I/O pins on the die edge:
The bar under the picture is 100 um long. Pins as bars across the die edge, other pins in gray.
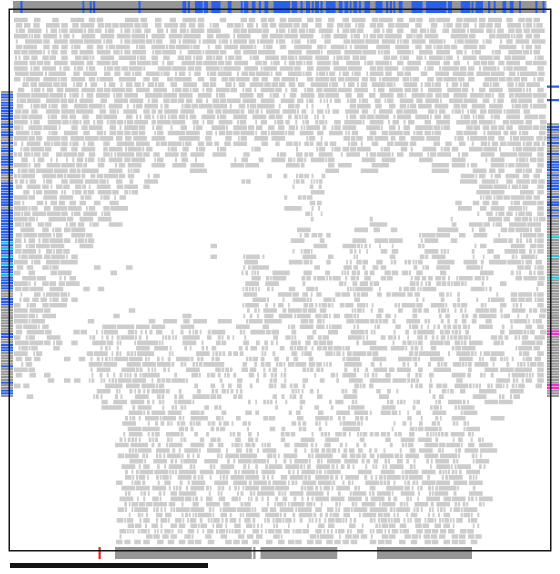
Layout detail:
Region (195, 195) to (215, 215) um. Cells in gray, sequential cells in the stronger gray; small squares are vias.
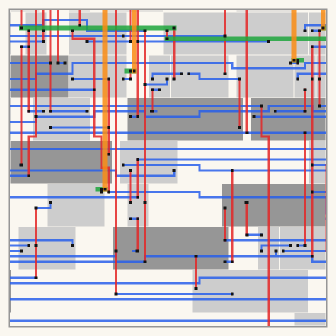
### config.mk
export PLATFORM = sky130hd
export DESIGN_NAME = matrix_mem_ctrl
export DESIGN_NICKNAME = d
export VERILOG_FILES = /design/src/rtl/matriz_pkg.sv /design/src/rtl/elem_seq.sv /design/src/rtl/matrix_mem_ctrl.sv
export SDC_FILE = /design/constraint.sdc
export NUM_CORES = 2
export LEC_CHECK = 0
export CAP_MARGIN = 30
export CORE_MARGIN = 1.5
export CORE_UTILIZATION = 38
export CTS_BUF_LIST = sky130_fd_sc_hd__clkbuf_8 sky130_fd_sc_hd__clkbuf_16
export CTS_CLUSTER_SIZE = 10
export DETAILED_ROUTE_END_ITERATION = 10
export PLACE_DENSITY = 0.76
export SYNTH_ARGS = -nofsm -noshare
export SYNTH_HDL_FRONTEND = slang
export SYNTH_SLANG_ARGS = --single-unit
### constraint.sdc
create_clock -name clk -period 3.5 [get_ports clk]
set_input_delay 0.7 -clock clk [delete_from_list [all_inputs] [get_ports clk]]
set_output_delay 0.7 -clock clk [all_outputs]
set_load 0.05 [all_outputs]
### src/rtl/matriz_pkg.sv
// Shared constants, state encoding and element helpers for the matrix memory controller.
package matriz_pkg;

    localparam int MAT_W    = 200;
    localparam int ELEM_CNT = 25;
    localparam int ELEM_W   = 8;

    localparam logic [4:0] LAST_IDX = 5'(ELEM_CNT - 1);

    localparam logic [3:0] SOMA          = 4'b0011;
    localparam logic [3:0] SUBTRACAO     = 4'b0100;
    localparam logic [3:0] MULTIPLICACAO = 4'b0101;
    localparam logic [3:0] MULT_ESCALAR  = 4'b0110;
    localparam logic [3:0] TRANSPOSTA    = 4'b0111;
    localparam logic [3:0] OPOSTA        = 4'b1000;
    localparam logic [3:0] DET2          = 4'b1001;
    localparam logic [3:0] DET3          = 4'b1010;
    localparam logic [3:0] DET4          = 4'b1011;
    localparam logic [3:0] DET5          = 4'b1100;

    typedef enum logic [2:0] {
        ST_IDLE,
        ST_LOAD_A,
        ST_LOAD_B,
        ST_EXEC,
        ST_RELEASE,
        ST_STORE,
        ST_FINISH
    } state_t;

    // Opcodes the ALU understands; anything else is rejected in IDLE.
    function automatic logic op_valid(input logic [3:0] op);
        return (op >= SOMA) && (op <= DET5);
    endfunction

    // Only the two-operand matrix operations need B fetched from memory.
    function automatic logic op_needs_b(input logic [3:0] op);
        return (op == SOMA) || (op == SUBTRACAO) || (op == MULTIPLICACAO);
    endfunction

    // Determinants produce a single byte in result bits [7:0].
    function automatic logic op_scalar_result(input logic [3:0] op);
        return (op >= DET2) && (op <= DET5);
    endfunction

    // Read element idx (row*5+col) out of a packed matrix.
    function automatic logic [ELEM_W-1:0] elem_at(input logic [MAT_W-1:0] m,
                                                  input logic [4:0] idx);
        logic [ELEM_W-1:0] v;
        v = '0;
        for (int k = 0; k < ELEM_CNT; k++) begin
            if (idx == 5'(k)) v = m[k*ELEM_W +: ELEM_W];
        end
        return v;
    endfunction

    // Return m with element idx replaced by v.
    function automatic logic [MAT_W-1:0] set_elem(input logic [MAT_W-1:0] m,
                                                  input logic [4:0] idx,
                                                  input logic [ELEM_W-1:0] v);
        logic [MAT_W-1:0] r;
        r = m;
        for (int k = 0; k < ELEM_CNT; k++) begin
            if (idx == 5'(k)) r[k*ELEM_W +: ELEM_W] = v;
        end
        return r;
    endfunction

endpackage

### src/rtl/elem_seq.sv
// Element sequencer: walks element indices 0..24 for the LOAD and STORE phases.
// nxt_off is the address offset of the element after the current one, so the
// controller can register the next memory address one cycle ahead.
module elem_seq
    import matriz_pkg::*;
#(
    parameter int AW = 8
)
(
    input  logic          clk,
    input  logic          rst,
    input  logic          start,
    input  logic          en,
    output logic [4:0]    idx,
    output logic          tc,
    output logic [AW-1:0] nxt_off
);

    logic [4:0] cnt_q;
    logic [4:0] cnt_d;

    // Next count: start wins over advance, otherwise hold.
    always_comb begin
        cnt_d = cnt_q;
        if (start) begin
            cnt_d = 5'd0;
        end else if (en) begin
            cnt_d = cnt_q + 5'd1;
        end
    end

    // Count register.
    always_ff @(posedge clk) begin
        if (rst) begin
            cnt_q <= 5'd0;
        end else begin
            cnt_q <= cnt_d;
        end
    end

    assign idx     = cnt_q;
    assign tc      = (cnt_q == LAST_IDX);
    assign nxt_off = AW'(cnt_q) + AW'(1);

endmodule

### src/rtl/matrix_mem_ctrl.sv
// Matrix memory controller: fetches A (and B) 5x5 byte matrices from a byte
// memory, hands them to an external ALU, and writes the result back.
// Handshakes: an instruction transfers on a rising edge where instr_valid and
// instr_ready are both high; instr_ready is high only in IDLE. mem_rd_data is
// taken the cycle after mem_rd_en. alu_start is a level held until alu_done.
// All outputs are registered; the FSM, datapath and outputs share one always_ff.
module matrix_mem_ctrl
    import matriz_pkg::*;
#(
    parameter int MEM_AW = 8
)
(
    input  logic              clk,
    input  logic              rst,
    input  logic              instr_valid,
    output logic              instr_ready,
    input  logic [3:0]        instr_opcode,
    input  logic [MEM_AW-1:0] instr_addr_a,
    input  logic [MEM_AW-1:0] instr_addr_b,
    input  logic [MEM_AW-1:0] instr_addr_r,
    input  logic [7:0]        instr_scalar,
    output logic              mem_rd_en,
    output logic [MEM_AW-1:0] mem_addr,
    input  logic [7:0]        mem_rd_data,
    output logic              mem_wr_en,
    output logic [7:0]        mem_wr_data,
    output logic [3:0]        alu_opcode,
    output logic [7:0]        alu_scalar,
    output logic [199:0]      alu_matriz_a,
    output logic [199:0]      alu_matriz_b,
    output logic              alu_start,
    input  logic              alu_done,
    input  logic [199:0]      alu_result,
    output logic              instr_done,
    output logic              instr_err
);

    state_t              state_q,   state_d;
    logic                ready_q,   ready_d;
    logic                rd_en_q,   rd_en_d;
    logic                wr_en_q,   wr_en_d;
    logic [MEM_AW-1:0]   addr_q,    addr_d;
    logic [7:0]          wr_data_q, wr_data_d;
    logic                start_q,   start_d;
    logic                done_q,    done_d;
    logic                err_q,     err_d;
    logic [3:0]          opcode_q,  opcode_d;
    logic [7:0]          scalar_q,  scalar_d;
    logic [MEM_AW-1:0]   addr_a_q,  addr_a_d;
    logic [MEM_AW-1:0]   addr_b_q,  addr_b_d;
    logic [MEM_AW-1:0]   addr_r_q,  addr_r_d;
    logic [MAT_W-1:0]    mat_a_q,   mat_a_d;
    logic [MAT_W-1:0]    mat_b_q,   mat_b_d;
    logic [MAT_W-1:0]    res_q,     res_d;
    logic                cap_en_q,  cap_en_d;
    logic [4:0]          cap_idx_q, cap_idx_d;

    logic                seq_start;
    logic                seq_en;
    logic [4:0]          seq_idx;
    logic                seq_tc;
    logic [MEM_AW-1:0]   seq_off;
    logic [MEM_AW-1:0]   load_base;

    elem_seq #(.AW(MEM_AW)) u_seq (
        .clk     (clk),
        .rst     (rst),
        .start   (seq_start),
        .en      (seq_en),
        .idx     (seq_idx),
        .tc      (seq_tc),
        .nxt_off (seq_off)
    );

    assign load_base = (state_q == ST_LOAD_B) ? addr_b_q : addr_a_q;

    // Next-state, next-output and datapath computation for every register.
    always_comb begin
        state_d   = state_q;
        ready_d   = ready_q;
        rd_en_d   = 1'b0;
        wr_en_d   = 1'b0;
        addr_d    = addr_q;
        wr_data_d = wr_data_q;
        start_d   = start_q;
        done_d    = 1'b0;
        err_d     = err_q;
        opcode_d  = opcode_q;
        scalar_d  = scalar_q;
        addr_a_d  = addr_a_q;
        addr_b_d  = addr_b_q;
        addr_r_d  = addr_r_q;
        mat_a_d   = mat_a_q;
        mat_b_d   = mat_b_q;
        res_d     = res_q;
        cap_en_d  = 1'b0;
        cap_idx_d = cap_idx_q;
        seq_start = 1'b0;
        seq_en    = 1'b0;

        // A read issued last cycle returns now; drop it into its slot.
        if (cap_en_q) begin
            if (state_q == ST_LOAD_B) begin
                mat_b_d = set_elem(mat_b_q, cap_idx_q, mem_rd_data);
            end else begin
                mat_a_d = set_elem(mat_a_q, cap_idx_q, mem_rd_data);
            end
        end

        case (state_q)
            ST_IDLE: begin
                ready_d = 1'b1;
                err_d   = 1'b0;
                if (instr_valid) begin
                    ready_d  = 1'b0;
                    opcode_d = instr_opcode;
                    scalar_d = instr_scalar;
                    addr_a_d = instr_addr_a;
                    addr_b_d = instr_addr_b;
                    addr_r_d = instr_addr_r;
                    if (op_valid(instr_opcode)) begin
                        state_d   = ST_LOAD_A;
                        rd_en_d   = 1'b1;
                        addr_d    = instr_addr_a;
                        seq_start = 1'b1;
                    end else begin
                        state_d = ST_FINISH;
                        done_d  = 1'b1;
                        err_d   = 1'b1;
                    end
                end
            end

            ST_LOAD_A, ST_LOAD_B: begin
                if (rd_en_q) begin
                    cap_en_d  = 1'b1;
                    cap_idx_d = seq_idx;
                    if (!seq_tc) begin
                        rd_en_d = 1'b1;
                        addr_d  = load_base + seq_off;
                        seq_en  = 1'b1;
                    end
                end
                // Leave once the 25th byte has been captured.
                if (cap_en_q && (cap_idx_q == LAST_IDX)) begin
                    if ((state_q == ST_LOAD_A) && op_needs_b(opcode_q)) begin
                        state_d   = ST_LOAD_B;
                        rd_en_d   = 1'b1;
                        addr_d    = addr_b_q;
                        seq_start = 1'b1;
                    end else begin
                        state_d = ST_EXEC;
                        start_d = 1'b1;
                    end
                end
            end

            ST_EXEC: begin
                start_d = 1'b1;
                if (alu_done) begin
                    res_d   = alu_result;
                    start_d = 1'b0;
                    state_d = ST_RELEASE;
                end
            end

            ST_RELEASE: begin
                state_d   = ST_STORE;
                wr_en_d   = 1'b1;
                addr_d    = addr_r_q;
                wr_data_d = res_q[ELEM_W-1:0];
                seq_start = 1'b1;
            end

            ST_STORE: begin
                if (op_scalar_result(opcode_q) || seq_tc) begin
                    state_d = ST_FINISH;
                    done_d  = 1'b1;
                    err_d   = 1'b0;
                end else begin
                    wr_en_d   = 1'b1;
                    addr_d    = addr_r_q + seq_off;
                    wr_data_d = elem_at(res_q, seq_idx + 5'd1);
                    seq_en    = 1'b1;
                end
            end

            ST_FINISH: begin
                state_d = ST_IDLE;
                ready_d = 1'b1;
                err_d   = 1'b0;
            end

            default: begin
                state_d = ST_IDLE;
                ready_d = 1'b1;
            end
        endcase
    end

    // FSM state, registered outputs and latched instruction fields.
    always_ff @(posedge clk) begin
        if (rst) begin
            state_q   <= ST_IDLE;
            ready_q   <= 1'b1;
            rd_en_q   <= 1'b0;
            wr_en_q   <= 1'b0;
            addr_q    <= '0;
            wr_data_q <= '0;
            start_q   <= 1'b0;
            done_q    <= 1'b0;
            err_q     <= 1'b0;
            opcode_q  <= '0;
            scalar_q  <= '0;
            addr_a_q  <= '0;
            addr_b_q  <= '0;
            addr_r_q  <= '0;
            mat_a_q   <= '0;
            mat_b_q   <= '0;
            res_q     <= '0;
            cap_en_q  <= 1'b0;
            cap_idx_q <= '0;
        end else begin
            state_q   <= state_d;
            ready_q   <= ready_d;
            rd_en_q   <= rd_en_d;
            wr_en_q   <= wr_en_d;
            addr_q    <= addr_d;
            wr_data_q <= wr_data_d;
            start_q   <= start_d;
            done_q    <= done_d;
            err_q     <= err_d;
            opcode_q  <= opcode_d;
            scalar_q  <= scalar_d;
            addr_a_q  <= addr_a_d;
            addr_b_q  <= addr_b_d;
            addr_r_q  <= addr_r_d;
            mat_a_q   <= mat_a_d;
            mat_b_q   <= mat_b_d;
            res_q     <= res_d;
            cap_en_q  <= cap_en_d;
            cap_idx_q <= cap_idx_d;
        end
    end

    assign instr_ready  = ready_q;
    assign mem_rd_en    = rd_en_q;
    assign mem_wr_en    = wr_en_q;
    assign mem_addr     = addr_q;
    assign mem_wr_data  = wr_data_q;
    assign alu_opcode   = opcode_q;
    assign alu_scalar   = scalar_q;
    assign alu_matriz_a = mat_a_q;
    assign alu_matriz_b = mat_b_q;
    assign alu_start    = start_q;
    assign instr_done   = done_q;
    assign instr_err    = err_q;

endmodule
==> notes.md <==
Synthesis and place-and-route results.

- The clock transition at the register clock pins on the worst setup and hold paths after CTS is 0.06 ns.
- The normalized max-slew margin is 38.72%.
- Entering global routing, the biggest net connects 156 pins.
- The clock sink count is 672.
- Summed over all nets, the half-perimeter wirelength after detailed placement is 77110 um.
- The final report lists a non-filler cell total of 4820.
- In this run the static leakage power is 14.05 nW.
- The worst hold path was traced through 2 stages.
- The clock root buffer master is sky130_fd_sc_hd__clkbuf_16.
- The final timing report counts setup violations totalling 0.
- Once iteration 0 of detailed routing completed, the report listed 2319 DRC markers.
- The number of buffers inserted to repair setup after CTS is 0.
- The wire length recorded after detailed routing is roughly 110000 um.
- The run finished with clean final reports.
- The setup TNS is 0 ns.
- The routed length per instance is 21.81 um.
- For this run, the leading register cell type out of synthesis is sky130_fd_sc_hd__dfxtp_1.
- The residual DRC count is 0.
- The final weighted congestion recorded by global placement is 0.9772.
- The count of sequential standard cells is 672.
- The total of max-cap violations is 0.
- The largest combinational cell category by area is simple AND/OR/NAND/NOR gates.
- The slowest stage of the critical path belongs to the cell sky130_fd_sc_hd__a21boi_0.
- The ratio of total power to cell area is 500.7 nW/um^2.
- The initial antenna violation count is 7.
- For reference, the final report shows the hold violation count at 0.
- The kind of capture point of the worst setup path is a flip-flop.
- The critical path startpoint category is a flip-flop.
- The share of power burned in registers is a little over two fifths.
- Setup repair after global routing left no endpoint under its margin.
- The synthesized design contains 672 register bits.
- The via count normalized by instance count is 5.358.
- The gate count after technology mapping is around 3200.
- The total iterations of the first detailed-routing run is 5.
- The count of library flops with an enable pin is 0.
- Pins over their slew limit in the final report were tallied at 0.
- Averaged over all synthesized cells, the footprint is 8.578 um^2.
- Row generation in the floorplan step produced 98 rows.
- The clock tree from TritonCTS is done.
- The buffer depth of the longest clock path is 3.
- The cell class ranked first by area is registers.
- The mux cell area share after synthesis is 14.97%.
- For this design, Yosys synthesis ends with a cell count of 3229.
- The count of filler cells inserted in the layout is between 6000 and 7000.
- The number of nets produced by synthesis is 3496.
- The count of nets left with antenna violations after detail routing is 0.
- The most critical min-delay path falls under reg2reg.
- The fraction of the mapped netlist area in compound gates is 12.38%.
- Combinational logic is responsible for 16.6% of the overall power.
- The aggregate global routing overflow is 0.
- The end of the worst register-to-register path is mem_wr_data[5].
- The cell family contributing the most delay on the critical path is AND-OR/OR-AND gates.
- The diode insertion count for antenna repair is 1.
- In the final layout, the share of cells above drive strength 1 is 6.539%.
- The count of clock-net buffers in the final layout is 87.
- The internal power of the cells totals 13.48 mW.
- The required time of the critical path is a little over 4 ns.
- The layout has 31 inverters outside the clock class.
- The data arrival time of the critical path is 3.71 ns.
- Per STA, the worst path is made up of buf_4, inv_1, ha_1, buf_4, nand2b_1, o22ai_1, a32o_1, o32ai_1, a32oi_1, a21boi_0, o211ai_1, a21oi_1.
- The source of the worst hold timing path is res_q[33].
- The share of the yosys chip area belonging to registers is around half.
- The slew at the pin with the worst max-slew slack is approximately 0.9 ns.
- The area fraction in xor and xnor cells is 0.6324%.
- The type of the worst setup path is reg2reg.
- The total number of vias is 25830.
- The number of buffer and inverter stages on the critical path is 3.
- The starting density of the core is between 30% and 40%.
- The count of placed standard cells including taps is 4714.
- In this run, post-CTS repair resized a total of 0 instances.
- The number of nets in the layout is 4113.
- The stat command in Yosys gives a chip area of 27700 um^2.
- Between the synthesized netlist and the finished layout, the area growth was recorded as 37.03%.
- The worst-case register-to-register setup slack is roughly 0.34 ns.
- The number of buffers outside the clock class in the layout is 777.
- The synthesized cell area is between 20000 and 30000 um^2.
- Summing all multi-input logic gate instances after layout gives around 13000 um^2.
- The count of hold-fix buffers inserted at cts is 0.
- The total clock buffers created by CTS is 80.
- The total number of H-tree levels is 3.
- The post-layout period usage of the worst path is ~90%.
Notes on 'I/O pins on the die edge' above:
blue -> alu_matriz_b  # pins 200, direction output, edge 111 top, 68 left, 21 right
magenta -> alu_opcode  # pins 4, direction output, edge right
cyan -> instr_addr_b  # pins 8, direction input, edge 5 left, 3 right
red -> clk  # pins 1, direction input, edge bottom
Die Ht: 273.0 um
Port Buffers: 681
DIE WIDTH: 273.0 um

Notes on 'layout detail' above:
orange -> met4
green -> met3
blue -> met1
red -> met2
netlist names of flops here include = alu_matriz_b (4), alu_matriz_a (2)
most frequent = mux2i_1 (6), dfxtp_1 (6), nor2_1 (5)
sequential cells in the window = 6
cells with their middle in the window = 22

[power groups by stage]
stage / sequential, mW / combinational [mW] / clock [mW]
6_report: 8.17 / 3.15 / 7.69
2_1_floorplan: 8.54 / 1.60 / 0
5_1_grt: 8.19 / 3.40 / 8.12
3_5_place_dp: 8.33 / 3.10 / 0
4_1_cts: 8.16 / 3.12 / 7.82
3_3_place_gp: 8.32 / 3.09 / 0
[layout by cell type, fill, tap and decap left out, types with 16 or more instances in the layout]
master and instances:
sky130_fd_sc_hd__nand2_1 593, sky130_fd_sc_hd__a221oi_1 16, sky130_fd_sc_hd__buf_4 86, sky130_fd_sc_hd__a21oi_1 324
sky130_fd_sc_hd__mux2i_1 412, sky130_fd_sc_hd__o21ai_0 54, sky130_fd_sc_hd__clkbuf_16 81, sky130_fd_sc_hd__nor3_1 20
sky130_fd_sc_hd__inv_1 35, sky130_fd_sc_hd__o22ai_1 21, sky130_fd_sc_hd__clkdlybuf4s50_1 672, sky130_fd_sc_hd__nor2_2 21
sky130_fd_sc_hd__nor2_1 511, sky130_fd_sc_hd__dfxtp_1 672
[Yosys cell counts, drive strengths merged, types with 6 or more instances]
master / count / area (um^2)
a2111oi: 7 / 73.82
a211oi: 10 / 80.07
a21o: 9 / 67.56
a21oi: 325 / 1630
a221oi: 16 / 140.1
a22oi: 15 / 112.6
a31oi: 9 / 56.30
a32oi: 7 / 61.31
and2: 12 / 75.08
and3: 10 / 72.57
buf: 47 / 225.2
clkbuf: 195 / 732.0
dfxtp: 672 / 13450
ha: 17 / 212.7
inv: 30 / 112.6
mux2i: 412 / 4124
nand2: 594 / 2232
nand2b: 13 / 81.33
nand3: 15 / 75.07
nand3b: 8 / 60.06
nand4: 9 / 56.30
nor2: 532 / 2049
nor2b: 7 / 43.79
nor3: 21 / 105.1
nor3b: 6 / 45.04
o211ai: 12 / 90.09
o21ai: 60 / 300.3
o221ai: 6 / 52.55
o22ai: 21 / 131.4
o31ai: 9 / 81.33
o32ai: 11 / 96.34
or3: 13 / 81.33
xnor2: 15 / 131.4
[how the worst max path moves through the flow]
stage / startpoint / end / slack (ns) / cells past startpoint
finish: u_seq.idx[0] / mem_wr_data[5] / 0.34 / 12
global route: u_seq.idx[1] / mem_addr[7] / 0.16 / 12
CTS: u_seq.idx[0] / mem_addr[7] / 0.44 / 12
detailed placement: instr_opcode[0] / mem_addr[7] / 0.36 / 8
global placement: instr_opcode[0] / mem_addr[7] / 0.33 / 8
floorplan: u_seq.idx[0] / mem_addr[7] / 0.50 / 13
[through the flow]
step,worst slack [ns],area (um^2),power [mW]
floorplan,0.5009,27700,10.14
global placement,0.3344,35550,11.41
detailed placement,0.3627,35570,11.43
CTS,0.4422,37950,19.10
global route,0.1599,37950,19.71
finish,0.3396,37960,19.00
[sequential cells by signal (all words and copies together), names as in the netlist, 8 cells and up]
name          count
alu_matriz_a    200
alu_matriz_b    200
res_q           200
addr_a_q          8
addr_b_q          8
addr_r_q          8
alu_scalar        8
mem_addr          8
mem_wr_data       8
[routing by layer]
layer	global-route usage (%)	up-vias	part of all wire [%]
met4	14.34	12	5.8
met3	6.660	274	7.8
met2	41.84	1028	45
li1	-	12130	-
met1	34.52	12390	42
met5	0	-	0.072
Power is estimated from default activity; no workload was simulated.
